File: src/rtl/one_four_demux_reg.sv
// one_four_demux_reg: registered 1-to-4 byte demux with a one-entry buffer,
// per-channel valid/ready handshakes and per-channel delivery counters.
module one_four_demux_reg #(
    parameter int DATA_W = 8,
    parameter int CNT_W  = 8
) (
    input  logic              clk,
    input  logic              rst_n,
    input  logic              in_valid,
    output logic              in_ready,
    input  logic [1:0]        in_sel,
    input  logic [DATA_W-1:0] in_data,
    output logic [3:0]        out_valid,
    input  logic [3:0]        out_ready,
    output logic [DATA_W-1:0] out_data0,
    output logic [DATA_W-1:0] out_data1,
    output logic [DATA_W-1:0] out_data2,
    output logic [DATA_W-1:0] out_data3,
    output logic              busy,
    output logic [CNT_W-1:0]  cnt0,
    output logic [CNT_W-1:0]  cnt1,
    output logic [CNT_W-1:0]  cnt2,
    output logic [CNT_W-1:0]  cnt3
);
    typedef enum logic {EMPTY, FULL} state_t;

    state_t            r_state;
    state_t            w_next;
    logic [1:0]        r_sel;
    logic [DATA_W-1:0] r_data [4];
    logic [CNT_W-1:0]  r_cnt  [4];
    logic              w_deliver;
    logic              w_accept;

    always_comb begin
        w_deliver = (r_state == FULL) && out_ready[r_sel];
        in_ready  = (r_state == EMPTY) || out_ready[r_sel];
        w_accept  = in_valid && in_ready;
        // an accept in FULL implies a same-cycle delivery, so the buffer stays FULL
        w_next    = w_accept ? FULL : (w_deliver ? EMPTY : r_state);
        out_valid = (r_state == FULL) ? (4'b0001 << r_sel) : 4'b0000;
        busy      = (r_state == FULL);
    end

    always_ff @(posedge clk or negedge rst_n) begin
        if (!rst_n) r_state <= EMPTY;
        else        r_state <= w_next;
    end

    always_ff @(posedge clk or negedge rst_n) begin
        if (!rst_n) begin
            r_sel <= 2'b00;
            for (int k = 0; k < 4; k++) begin
                r_data[k] <= '0;
                r_cnt[k]  <= '0;
            end
        end else begin
            if (w_deliver) r_cnt[r_sel] <= r_cnt[r_sel] + 1'b1;
            if (w_accept) begin
                r_sel          <= in_sel;
                r_data[in_sel] <= in_data;
            end
        end
    end

    assign out_data0 = r_data[0];
    assign out_data1 = r_data[1];
    assign out_data2 = r_data[2];
    assign out_data3 = r_data[3];
    assign cnt0      = r_cnt[0];
    assign cnt1      = r_cnt[1];
    assign cnt2      = r_cnt[2];
    assign cnt3      = r_cnt[3];
endmodule
File: config.mk
export PLATFORM = sky130hd
export DESIGN_NAME = one_four_demux_reg
export DESIGN_NICKNAME = d
export VERILOG_FILES = /design/src/rtl/one_four_demux_reg.sv
export SDC_FILE = /design/constraint.sdc
export NUM_CORES = 1
export LEC_CHECK = 0
export ABC_AREA = 1
export CORE_UTILIZATION = 26
export DETAILED_ROUTE_END_ITERATION = 16
export GPL_TIMING_DRIVEN = 1
export PLACE_DENSITY = 0.47
export SYNTH_ARGS = -nofsm -noshare
export SYNTH_HDL_FRONTEND = slang
export SYNTH_SLANG_ARGS = --single-unit
File: constraint.sdc
create_clock -name clk -period 4 [get_ports clk]
set_input_delay 0.6 -clock clk [delete_from_list [all_inputs] [get_ports clk]]
set_output_delay 0.6 -clock clk [all_outputs]
set_load 0.01 [all_outputs]
==> run notes, run 1 <==
The flow completed. The run finished with clean final reports. The global routing stage identified its most utilized layer as met2. The die covers between 10000 and 15000 sq um. Per the area breakdown, the dominant cell category is registers. Aggregate global routing overflow landed at 0.

The library cells used most frequently in the layout, excluding fill and tap cells, are 207 x nand2_1, 85 x clkdlybuf4s50_1, 67 x dfrtp_1. Per the run summary, max-cap violations total 0. Proportion of power drawn by combinational gates landed at 0.409. Number of logic stages on the critical path including buffering landed at 6. On the worst setup and hold paths after CTS, the clock-pin slew comes to 0.06 ns. Per the post-run analysis, buffers plus inverters along the critical path come to 2. The number of clock buffers added by TritonCTS is 9. The violation tally recorded at the end of detailed-routing iteration 0 is 110. Clock latency at the later pin of the worst-skew pair landed at about 0.33 ns.

Transition at the pin with the smallest max-transition slack landed at 0.926 ns. In the setup report, the worst path falls into the class reg2out. In this design, the largest share of critical-path delay is due to flip-flops. Final design utilization landed at 0.373. Synthesis inferred roughly 67 register bits. Number of nets in the synthesized netlist landed at 431. Number of standard-cell rows in the floorplan landed at 40.

The power report attributes to the sequential group a share of 0.348. STA puts the critical path data arrival time at 2.56 ns. Per the timing report, the most critical flop-to-flop path originates at r_sel[1].

Final hold slack landed at 0.459 ns. Routed wirelength normalized by instance count landed at between 10 and 15 um. Gates resized during post-CTS repair numbered 0. Number of logic gates landed at 309. For this design the ratio of total power to cell area is 721 nW/um^2. Per the post-synthesis report, the number of cells in the design is a little over 400. Setup repair after global routing left no endpoint under its margin. Share of final layout cell area taken by clock buffers and inverters landed at 0.0654. Hold buffer count at CTS landed at 0. STA classifies the critical path endpoint as an output pin. STA lists the endpoint of the worst register-to-register path as out_data1[2]. The layout report lists the non-clock buffer share of cell area as 0.194. Number of ports placed on the die boundary landed at ~87. Entering global routing, the biggest net connects 68 pins. Summed over all cells, the static leakage comes to between 2 and 2.5 nW. Area of the synthesized netlist per yosys stat landed at about 3300 sq um.

Post-route antenna net violation count landed at 0. Area occupied by multi-input gates landed at roughly 1400 sq um. For this run, the slowest stage of the critical path takes 0.95 ns.

Wires add up to 9.90 mm. Summed over all nets, the half-perimeter wirelength after detailed placement is 6.76 mm. Setup clock skew after layout landed at ~0.006 ns. Worst-case headroom to the max-slew limit landed at 0.383. Non-clock inverter total of the final layout landed at 21. Number of iterations in the first detailed-routing pass landed at 4. Overall power consumption after layout is estimated at 3.26 mW. Post-CTS timing repair inserted 0 buffers for setup.

Number of warning messages in the yosys log landed at 0. Well tap count landed at 168. The initial utilization of the core area, before any placement, comes to 0.269.

Number of library cell types mapped by synthesis landed at 26. Logic depth along the worst register-to-register path is recorded as 8. Clock sink count landed at 67. Fraction of power consumed by the clock network landed at 0.243. The launch point of the critical path was reported as r_sel[0].

Maximum VDD drop landed at 0.000324 V. The number of global-route vias before repair came to 3063. The pre-CTS setup check shows a worst slack of 1.19 ns.

The global routing report lists met2 layer usage as 0.278. Met3 track utilization from global routing landed at 0.0414. The signal on the critical path passes through inv_6 -> nand2_1 -> nand2_2 -> a21oi_4 -> nand2_2 -> clkdlybuf4s50_1. Post-route setup TNS landed at 0 ns. Worst setup margin landed at 0.845 ns. Net switching share of the total power landed at 0.382. Counting the clock-network buffers in the layout gives 11. The first global-routing pass estimated 16.3 mm of wire. The capture point of the critical path was reported as in_ready. The plain and repair buffers instantiated in the layout total between 80 and 90. Highest attainable clock frequency landed at between 0.3 and 0.4 GHz. Register area landed at 1680 sq um.

Count of pins over their slew limit landed at 0. Total of endpoints with negative setup slack in the final report landed at 0. The final layout contains 515 nets. TritonCTS built the clock tree.

The most critical min-delay path falls under in2async. Total core area landed at ~12000 sq um. Global routing usage on met1 landed at 0.205.

On the critical path, the stage with the largest delay is an instance of dfrtp_1. Number of warnings in the stage logs landed at 26. The layout has 1311 filler cells. Setup slack of the most critical reg-to-reg path landed at ~1.4 ns. The internal power of the cells totals ~2.0 mW. Net switching power of the design landed at 1.24 mW.

The cell sitting at the root of the clock tree is a clkbuf_16. Between the synthesized netlist and the finished layout, the area growth was recorded as 38.8%. By instance count, the cell type seen most on the critical path is nand2_2. Dividing the final minimum period by the clock period gives 0.789.

Per the final layout report, the fraction of cells sized above drive strength 1 comes to 0.0677. Summed over all routing layers, the global router reports a total usage of 0.164. Cell area after synthesis landed at 3250 sq um. Number of buffers between clock root and the deepest sink landed at 2. The final antenna diode tally reported by the flow is 0. Worst endpoint required time landed at around 3.4 ns.
run 1: through the flow:
stage               instance area, sq um  cells
floorplan                           3250    413
finish                              4520    670
global route                        4520    670
CTS                                 4520    670
detailed placement                  4220    654
global placement                    4220    654
run 1: registers in the layout, indices dropped and copies added, names as in the netlist:
signal	cells
cnt2	8
out_data3	8
busy	1
cnt1	8
r_sel	2
out_data0	8
out_data2	8
cnt3	8
cnt0	8
out_data1	8
run 1: kinds of logic (layout without fill, tap and decap cells):
group,Yosys count,count (layout),share of synthesized area
and+or+nand+nor,292,292,0.388
DFF,67,67,0.515
buffers and inverters,37,126,0.0631
AOI/OAI and AO/OA,15,15,0.0277
adders and majority gates,1,1,0.00384
xor gates and xnor gates,1,1,0.00269
run 1: cells in the mapped netlist, drive strengths merged, types with 2 or more instances:
cell type,number,area [sq um]
nand2,212,808
dfrtp,67,1680
nand4,34,213
nand3,30,160
inv,20,80.1
buf,14,114
nor2,14,70.1
o21ai,13,68.8
a21oi,2,21.3
clkbuf,2,7.51
nor3,2,10.0
run 1: power by group through the flow:
stage / Clock, mW / Sequential [mW] / Combinational, mW
after detailed placement: 0 / 1.14 / 1.35
after global routing: 0.844 / 1.17 / 1.47
after floorplan: 0 / 1.16 / 0.681
final: 0.792 / 1.13 / 1.33
after CTS: 0.812 / 1.14 / 1.35
after global placement: 0 / 1.14 / 1.34
run 1: layer usage:
layer,share of wire,wire length [um],vias to the layer above
met5,0,0,-
met4,0.010,102,0
met3,0.065,640,10
met2,0.49,4810,102
met1,0.44,4350,1437
li1,-,-,1507
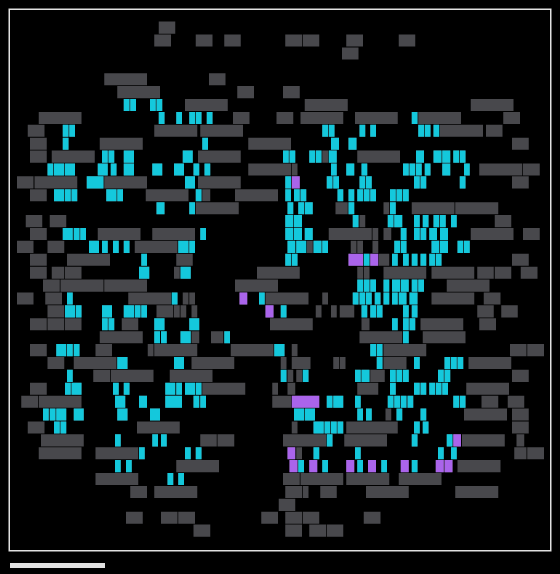
*Gate families picked out, run 1*
Bar = 20 um.
| family | color | cells |
|---|---|---|
| aoi and oai cells | purple | 15 |
| nand cells | cyan | 276 |
most frequently placed logic cell in the final layout: nand2_1
share of cell area taken by multi-input logic gates: 0.304
post-route insts no fill: 670

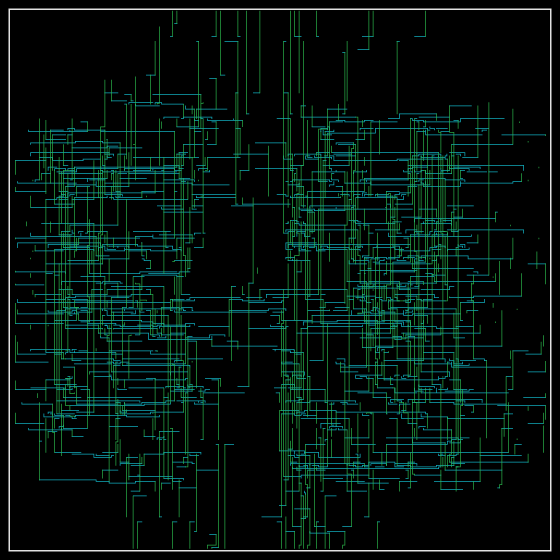
*Signal wires by layer, run 1*
Two of the layers only.
| layer | color | wire length |
|---|---|---|
| M2 | green | 4810 um |
| M1 | cyan | 4350 um |

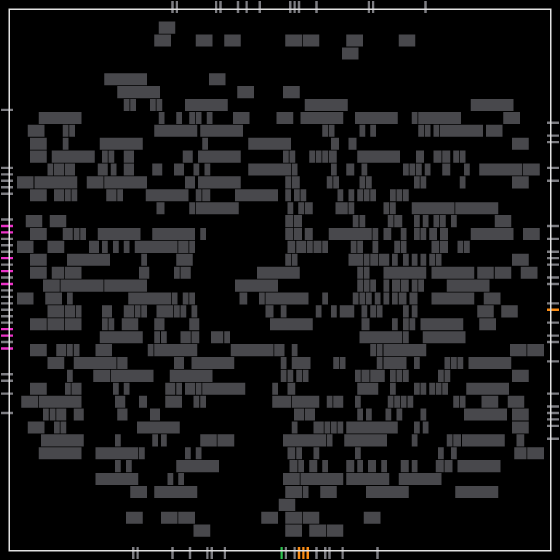
*Pin placement, run 1*
Pins as bars across the die edge, other pins in gray.
| port | color | pins | direction | edge |
|---|---|---|---|---|
| `in_data` | magenta | 8 | input | left |
| `out_valid` | orange | 4 | output | 3 bottom, 1 right |
| `busy` | green | 1 | output | bottom |
all pins by edge: 31 left, 24 right, 18 bottom, 14 top
Die H: 114 um
number of buffer cells added on primary ports: 86
floorplan die width: 114 um

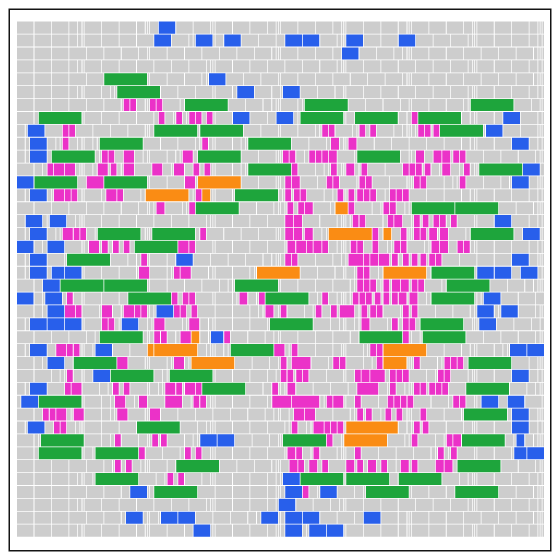
*Cell classes on the final placement, run 1*
Fill, decap, tap and diode cells in gray.
| class | color | cells | share of their area |
|---|---|---|---|
| remaining logic cells | magenta | 330 | 34% |
| remaining buffers and delay cells | blue | 89 | 20% |
| registers | green | 67 | 39% |
| clock drivers and dummy loads | orange | 16 | 6.9% |

==> run 1 -> run 2 <==
--- a/config.mk
+++ b/config.mk
@@ -9,7 +9,7 @@
 export CORE_UTILIZATION = 26
 export DETAILED_ROUTE_END_ITERATION = 16
 export GPL_TIMING_DRIVEN = 1
-export PLACE_DENSITY = 0.47
+export PLACE_DENSITY = 0.49
 export SYNTH_ARGS = -nofsm -noshare
 export SYNTH_HDL_FRONTEND = slang
 export SYNTH_SLANG_ARGS = --single-unit
==> constraint.sdc (replaced) <==
create_clock -name clk -period 2.88 [get_ports clk]
set_input_delay 0.432 -clock clk [delete_from_list [all_inputs] [get_ports clk]]
set_output_delay 0.432 -clock clk [all_outputs]
set_load 0.01 [all_outputs]
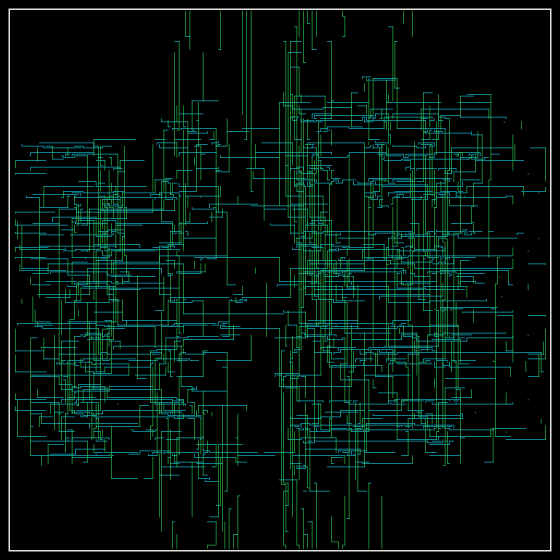
*Signal wires by layer, run 2*
Two of the layers only.
| layer | color | wire length |
|---|---|---|
| M2 | green | 4460 um |
| M1 | cyan | 4420 um |

==> run notes, run 2 <==
The flow completed. The flow ran to the end, and the final reports show no timing, DRC or antenna violations. In the layout the commonest cells are 207 x nand2_1, 85 x clkdlybuf4s50_1, 67 x dfrtp_1. Cell count listed in synth_stat.txt landed at 413. As reported, the later end of the worst-skew pair has a clock insertion delay of 0.33 ns. Synthesis-stage register bit count landed at ~67.

Clock sink count landed at 67. Depth of the CTS H-tree landed at 3. The commonest cells after synthesis are 207 x nand2_1, 67 x dfrtp_1, 34 x nand4_1. After synthesis, the mean cell area works out to 7.88 sq um. 87 I/O pins were placed. Number of standard-cell rows in the floorplan landed at 40. Looking at the critical path, the single cell with the biggest stage delay is dfrtp_1.

For this run, the final setup violation count is recorded as 0. For the final database, setup skew stands at approximately 0.0060 ns. Counting flops with an async set or reset pin after synthesis yields a share of 1.00. Synthesis instantiated 26 different standard cells from the library. Minimum clock period landed at 2.68 ns. In this run the worst setup path begins at r_sel[0]. OpenSTA lists the critical path endpoint as in_ready.

TritonCTS built the clock tree. Worst endpoint required time landed at 2.45 ns. Per STA, the highest per-stage delay on the worst path measures 0.69 ns.

Floorplan utilization landed at 0.269. The report lists the number of cells resized after CTS as 0. Aggregate global routing overflow landed at 0.

The worst setup path is launched from a register. The worst VDD IR drop from the latest analysis is 0.000356 V. The number of cells on the worst reg-to-reg path is 8. The mapped netlist covers about 3300 sq um. Per the OpenROAD power report, leakage power amounts to 2.22 nW. Derived from the worst setup path, the maximum achievable clock frequency is between 0.3 and 0.4 GHz. Summing all flip-flop and latch instances after layout gives between 1500 and 2000 sq um.

Number of enable-type register cells in the synthesized netlist landed at 0. Among all flip-flop cells after synthesis, the most frequent one is dfrtp_1. The wire length recorded after detailed routing is just under 10 mm. Entering global routing, the biggest net connects 39 pins.

Clock-pin slew was measured on the worst setup and hold paths at ~0.05 ns. After the first detailed-routing iteration, the DRC count stood at 129. Per the timing report, the most critical flop-to-flop path finishes at out_data2[3]. The tightest min-delay check is of the in2async type. Once detailed placement completed, the half-perimeter wirelength came to a little under 7 mm. The synthesized netlist has a Yosys-reported chip area of about 3300 sq um. Initial antenna violation count landed at 0. Among the stages of the critical path, the cell type that occurs most often is nand2_2. Total clock buffers created by CTS landed at 9. Post-layout net count landed at roughly 520. The timing report lists the critical path depth as 6 cells. Summed over all instances, the cell type with the most area after synthesis is dfrtp_1. Across all hold checks on the routed design, the worst slack comes to 0.185 ns. The worst-case max-slew headroom was logged as 0.477. Number of global-route vias before repair landed at 2982. Critical-path maximum fanout landed at 19.

Per the detail_route report, routed wire per instance is 14.4 um. Number of instances in the synthesized netlist landed at just over 400. Count of pins over their slew limit landed at 0. The tree is rooted in a clkbuf_16. Once detail routing completed, the nets flagged for antenna violations numbered 0. In this run, post-CTS hold repair placed 0 buffers. The critical path is of the reg2out type.

Count of vias placed by the detailed router landed at roughly 3100. Height of the die landed at 114 um. Counting only logic cells after layout, the most numerous master is nand2_1. Per the gpl log, the routability congestion estimate is 0.795. Portion of the clock cycle consumed by the worst path in the final layout landed at 0.932. Per the final layout report, the fraction of cells sized above drive strength 1 comes to 0.0750. Via count normalized by instance count landed at 4.53. Max-cap violations in this run came to 0. Total die size landed at 13000 sq um. Arrival time of the worst setup path landed at 2.25 ns. Looking at the max-slew report, the worst-margin pin has a slew of just under 0.8 ns. The first global-routing pass estimated 15.9 mm of wire. The critical path contains buffers and inverters numbering 2 combined. Buffers inserted during post-CTS setup optimization landed at 0.

Warnings reported by Yosys during synthesis add up to 0. STA classifies the critical path endpoint as an output pin. For reference, the critical path cell chain is inv_6 -> nand2_1 -> nand2_2 -> a21oi_4 -> nand2_2 -> clkdlybuf4s50_1. Setup slack of the most critical reg-to-reg path landed at 0.66 ns.

Number of warnings in the stage logs landed at 26. Portion of the post-synthesis area used by sequential elements landed at 0.515. Yosys instantiated no cell more often than nand2_1. After synthesis, the cell types taking the most area are dfrtp_1 52%, nand2_1 24%, nand4_1 6.5%.

After routing, the total negative slack on setup checks comes to 0 ns. The launch point of the worst register-to-register path is recorded as r_sel[0]. In this run the power density over the cells is 980 nW/um^2.

Hold-check failures listed in the final report amount to 0. Area share of the largest cell type after synthesis landed at 0.515. Area occupied by multi-input gates landed at approximately 1400 sq um. Total of fill cells in the finished design landed at 1287. The kind of cell with the highest combined delay along the critical path is flip-flops. Antenna diode instance count landed at 0. The clock passes through at most 2 buffers.

In the log, the iteration count for the first detailed-route pass is 5. Total global-route track usage landed at 0.162. Final routed DRC violation total landed at 0. Post-synthesis to final-layout area growth landed at 39.5%. Synthesis produced a netlist with a net count of ~430. Total core area landed at 12100 sq um. Count of input and output buffers landed at 86. Die span in x landed at 114 um. Setup repair after global routing left no endpoint under its margin.
[run 2: netlist changes by cell type in the layout (fill, tap and decap cells not counted), sizes merged]
cell | before | now
clkinvlp | 1 | 0
clkbuf | 11 | 12
bufinv | 1 | 0
buf | 4 | 10
[run 2: stage by stage]
| stage | area (sq um) | total power, mW | util | setup WS, ns | std cells |
|---|---|---|---|---|---|
| after floorplan | 3250 | 2.55 | - | 1.19 | 413 |
| after global placement | 4280 | 3.48 | 0.353 | 0.403 | 660 |
| after detailed placement | 4280 | 3.49 | 0.353 | 0.424 | 660 |
| after CTS | 4540 | 4.50 | 0.375 | 0.172 | 675 |
| after global routing | 4540 | 4.76 | 0.375 | 0.0614 | 675 |
| final | 4540 | 4.45 | 0.375 | 0.197 | 675 |
[run 2: kinds of logic (layout without fill, tap and decap cells)]
group | after synthesis | count (layout) | synth area share
AND/OR/NAND/NOR | 292 | 292 | 0.388
flip-flops | 67 | 67 | 0.515
buffers and inverters | 37 | 131 | 0.0631
AND-OR/OR-AND | 15 | 15 | 0.0277
adder cells (fa/ha/maj) | 1 | 1 | 0.00384
XOR/XNOR | 1 | 1 | 0.00269
[run 2: cell type report]
class	instances	area share
sequential	67	0.369
clock inverter	3	0.00331
multi-input combinational	309	0.302
tap	168	0.0463
inverter	21	0.0185
clock buffer	12	0.0543
timing repair buffer	95	0.206
[run 2: layer usage]
layer / wire (um) / global-route usage / vias to the layer above
li1: - / - / 1515
met1: 4420 / 0.212 / 1428
met2: 4460 / 0.256 / 98
met3: 619 / 0.0462 / 15
met4: 196 / 0.0545 / 0
met5: 0 / 0 / -
[run 2: where the power goes]
part	switching [mW]	total [mW]	internal [mW]
logic	1.07	1.95	0.879
clock network	0.388	0.985	0.597
registers	0.255	1.52	1.26
total	1.71	4.45	2.74
Power is estimated from default activity; no workload was simulated.
